$ cat src/rtl/cmp_serial_if.sv
// cmp_serial_if: request/result bundle for the serial comparator.
//   start  request strobe (master -> slave)
//   mode   00=EQ 01=NE 10=LT signed 11=LT unsigned (master -> slave)
//   x, y   N-bit operands (master -> slave)
//   busy   compare in progress (slave -> master)
//   done   one-cycle result-valid pulse (slave -> master)
//   r      result, held until the next accepted start (slave -> master)
interface cmp_serial_if #(
  parameter int unsigned N = 8
) ();
  logic         start;
  logic [1:0]   mode;
  logic [N-1:0] x;
  logic [N-1:0] y;
  logic         busy;
  logic         done;
  logic         r;

  modport master (
    output start, mode, x, y,
    input  busy, done, r
  );

  modport slave (
    input  start, mode, x, y,
    output busy, done, r
  );
endinterface

$ cat src/rtl/cmp_serial.sv
// cmp_serial: multi-cycle comparator, N-bit operands examined D bits per
// cycle, most significant digit first. Supports EQ, NE, signed LT and
// unsigned LT. Fixed latency of N/D+1 edges from acceptance to done.
//   clk     clock, rising edge
//   rst     synchronous active-high reset
//   bus_io  slave side of cmp_serial_if (start/mode/x/y in, busy/done/r out)
module cmp_serial #(
  parameter int unsigned N = 8,
  parameter int unsigned D = 1
) (
  input logic         clk,
  input logic         rst,
  cmp_serial_if.slave bus_io
);

  localparam int unsigned Digits = N / D;
  localparam int unsigned KW     = (Digits > 1) ? $clog2(Digits) : 1;
  localparam logic [KW-1:0] KMax = KW'(Digits - 1);

  typedef enum logic [1:0] {StIdle, StBusy, StDone} state_e;

  state_e        state_q, state_d;
  logic [N-1:0]  x_q, x_d;
  logic [N-1:0]  y_q, y_d;
  logic [1:0]    mode_q, mode_d;
  logic [KW-1:0] k_q, k_d;
  logic          dif_q, dif_d;
  logic          lt_q, lt_d;
  logic          busy_q, busy_d;
  logic          done_q, done_d;
  logic          r_q, r_d;

  logic [N-1:0]  x_sh, y_sh;
  logic [D-1:0]  x_dig, y_dig;

  always_comb begin
    x_sh  = x_q >> (D * 32'(k_q));
    y_sh  = y_q >> (D * 32'(k_q));
    x_dig = x_sh[D-1:0];
    y_dig = y_sh[D-1:0];
  end

  always_comb begin
    state_d = state_q;
    x_d     = x_q;
    y_d     = y_q;
    mode_d  = mode_q;
    k_d     = k_q;
    dif_d   = dif_q;
    lt_d    = lt_q;
    busy_d  = busy_q;
    done_d  = 1'b0;
    r_d     = r_q;

    // busy covers the done cycle and drops on the following edge
    if (done_q) busy_d = 1'b0;

    unique case (state_q)
      StIdle: begin
        if (bus_io.start && !busy_q) begin
          x_d    = bus_io.x;
          y_d    = bus_io.y;
          // Flipping both sign bits maps signed order onto unsigned order
          if (bus_io.mode == 2'b10) begin
            x_d[N-1] = ~bus_io.x[N-1];
            y_d[N-1] = ~bus_io.y[N-1];
          end
          mode_d  = bus_io.mode;
          dif_d   = 1'b0;
          lt_d    = 1'b0;
          k_d     = KMax;
          busy_d  = 1'b1;
          state_d = StBusy;
        end
      end
      StBusy: begin
        // First differing digit from the top decides the ordering
        if (!dif_q && (x_dig != y_dig)) begin
          dif_d = 1'b1;
          lt_d  = (x_dig < y_dig);
        end
        if (k_q == '0) state_d = StDone;
        else           k_d     = k_q - 1'b1;
      end
      StDone: begin
        done_d = 1'b1;
        unique case (mode_q)
          2'b00:   r_d = ~dif_q;
          2'b01:   r_d = dif_q;
          default: r_d = dif_q & lt_q;
        endcase
        state_d = StIdle;
      end
      default: state_d = StIdle;
    endcase
  end

  always_ff @(posedge clk) begin
    if (rst) begin
      state_q <= StIdle;
      x_q     <= '0;
      y_q     <= '0;
      mode_q  <= '0;
      k_q     <= '0;
      dif_q   <= 1'b0;
      lt_q    <= 1'b0;
      busy_q  <= 1'b0;
      done_q  <= 1'b0;
      r_q     <= 1'b0;
    end else begin
      state_q <= state_d;
      x_q     <= x_d;
      y_q     <= y_d;
      mode_q  <= mode_d;
      k_q     <= k_d;
      dif_q   <= dif_d;
      lt_q    <= lt_d;
      busy_q  <= busy_d;
      done_q  <= done_d;
      r_q     <= r_d;
    end
  end

  assign bus_io.busy = busy_q;
  assign bus_io.done = done_q;
  assign bus_io.r    = r_q;

endmodule

$ cat src/flat_wrapper.sv
// flat-port wrapper written by rule: the top's interface ports become plain ports
module cmp_serial_flat 
#(
  parameter int unsigned N = 8,
  parameter int unsigned D = 1
)
  (clk, rst, bus_io_start, bus_io_mode, bus_io_x, bus_io_y, bus_io_busy, bus_io_done, bus_io_r);
  cmp_serial_if #(.N(N)) bus_io_i ();
  input logic clk;
  input logic rst;
  input wire logic [$bits(bus_io_i.start)-1:0] bus_io_start;
  input wire logic [$bits(bus_io_i.mode)-1:0] bus_io_mode;
  input wire logic [$bits(bus_io_i.x)-1:0] bus_io_x;
  input wire logic [$bits(bus_io_i.y)-1:0] bus_io_y;
  output wire logic [$bits(bus_io_i.busy)-1:0] bus_io_busy;
  output wire logic [$bits(bus_io_i.done)-1:0] bus_io_done;
  output wire logic [$bits(bus_io_i.r)-1:0] bus_io_r;
  assign bus_io_i.start = bus_io_start;
  assign bus_io_i.mode = bus_io_mode;
  assign bus_io_i.x = bus_io_x;
  assign bus_io_i.y = bus_io_y;
  assign bus_io_busy = bus_io_i.busy;
  assign bus_io_done = bus_io_i.done;
  assign bus_io_r = bus_io_i.r;
  cmp_serial #(.N(N), .D(D)) u_core (.clk(clk), .rst(rst), .bus_io(bus_io_i));
endmodule
$ cat config.mk
export PLATFORM = sky130hd
export DESIGN_NAME = cmp_serial_flat
export DESIGN_NICKNAME = d
export VERILOG_FILES = /design/src/rtl/cmp_serial_if.sv /design/src/rtl/cmp_serial.sv /design/src/flat_wrapper.sv
export SDC_FILE = /design/constraint.sdc
export NUM_CORES = 1
export LEC_CHECK = 0
export CAP_MARGIN = 25
export CELL_PAD_IN_SITES_DETAIL_PLACEMENT = 0
export CELL_PAD_IN_SITES_GLOBAL_PLACEMENT = 2
export CORE_ASPECT_RATIO = 0.6
export CORE_MARGIN = 2
export CORE_UTILIZATION = 33
export DETAILED_ROUTE_END_ITERATION = 10
export GPL_TIMING_DRIVEN = 0
export HOLD_SLACK_MARGIN = 0.08
export PLACE_DENSITY_LB_ADDON = 0.1
export SETUP_SLACK_MARGIN = 0.3
export SYNTH_ARGS = -nofsm -noshare
export SYNTH_HDL_FRONTEND = slang
export SYNTH_SLANG_ARGS = --single-unit
export TNS_END_PERCENT = 10
$ cat constraint.sdc
create_clock -name clk -period 5.5 [get_ports clk]
set_input_delay 0.55 -clock clk [delete_from_list [all_inputs] [get_ports clk]]
set_output_delay 0.55 -clock clk [all_outputs]
set_load 0.05 [all_outputs]
**Routing congestion**

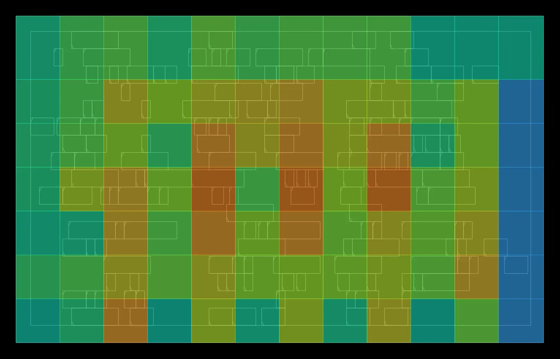
DR WL/cell: 13.48 um
Top Usage Layer GRT: met2
GRT met2 Usage: 0.2258
met3 global-route usage: 0.03554
Total Routing Usage GR: 0.1426

**Wiring heat map**

Scale: 6 px per um. The die is cut into 17 by 10 equal tiles; white is low, dark blue is high, scaled to the fullest tile. Values are wire area over tile area, all layers added.
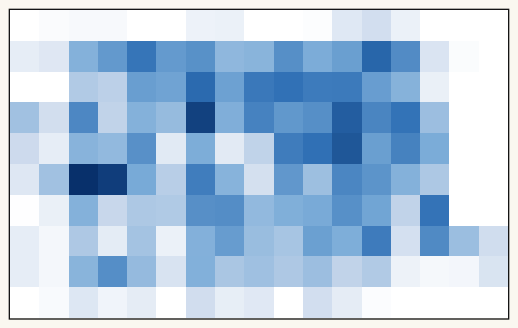
- densest ninth of the die: center
- tiles over half the peak: 28%
- nearly empty tiles: 18%
final WL: 2790 um
total number of vias: 994

==> out/qor.yml <==
route:
  final_antenna_net_count: 0
  dr.pass1.iters: 4
job:
  maxCapViolCount: 0
  warnings: 27
power:
  p_seq_mw: 0.236
  power.internal_mw: 0.3431
  irDropWorstVdd_mv: 0.09060
  power_switching_mw: 0.1398
floorplanning:
  core_mm2: 0.003637
  die_w_um: 82.98
  die_h_um: 51.39
yosys:
  ys_area_mm2: 0.001235
  postSynth.asyncResetShare: 0
  edf_count: 0
finish:
  register_area_um2: 560.5
  nClkBuffers: 4
  nets: 185
  inv_count: 2
  n_antenna_cell: 0
  seq_share: 0.3573
clock_tree:
  cts_max_level: 1
  cts_root_buf: "clkbuf_8"
placement:
  gp_congestion: 0.8127
  placed_area_mm2: 0.001514
outcome:
  outcome: "complete, no violations"
sta:
  finalCriticalPeriod_ps: 2166
  fmax_mhz: 461.6
  rsz0062_at_grt: "false"
worst_setup_path:
  start_kind: "register"
  end_kind: "register"
  r2r-end: "u_core.lt_q$_SDFFE_PP0P_"
  cp_common_cell: "nand2_1"
grt:
  overflow: 0
  antenna_found_initial: 0
**Wires at chosen ports, followed through buffers**

Scale: 8 px per um.
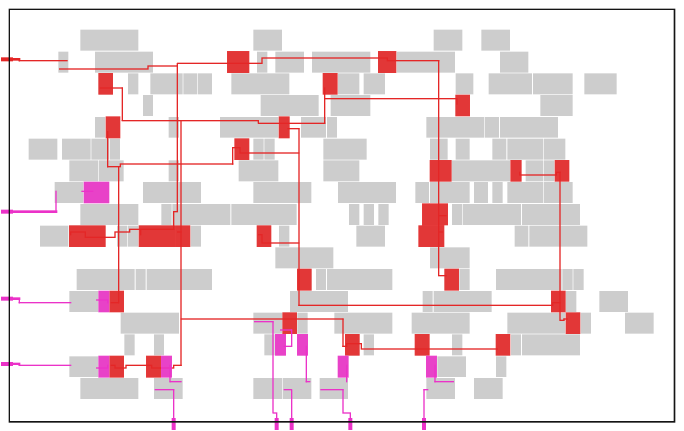
- bus_io_x: magenta (bits 8; direction input; edge 5 bottom, 3 left; end cells 8; buffers 8; wire 83.1 um)
- rst: red (bits 1; direction input; edge left; end cells 28; buffers 3; wire 398 um)
# IOs: 24
Port-buffer cells: 22

[cells by family after synthesis]
logic type,synth area share
AND/OR/NAND/NOR,0.2168
AND-OR/OR-AND,0.1408
flip-flops,0.4539
buffers and inverters,0.04559
multiplexers,0.09828
adder cells (fa/ha/maj),0.03040
XOR/XNOR,0.01419
[sequential cells by signal, indices dropped and copies added, names as in the netlist]
name,flops
u_core.x_q,8
u_core.y_q,8
u_core.k_q,3
u_core.mode_q,2
u_core.state_q,2
u_core.bus_io.busy,1
u_core.bus_io.done,1
u_core.bus_io.r,1
u_core.dif_q,1
u_core.lt_q,1
[routing by layer]
metal	share of wire	up-vias
li1	-	509
met1	0.53	465
met5	0	-
met2	0.43	17
met3	0.033	3
met4	0.0061	0
No activity file was given, so power comes from the tool's default toggle rates.
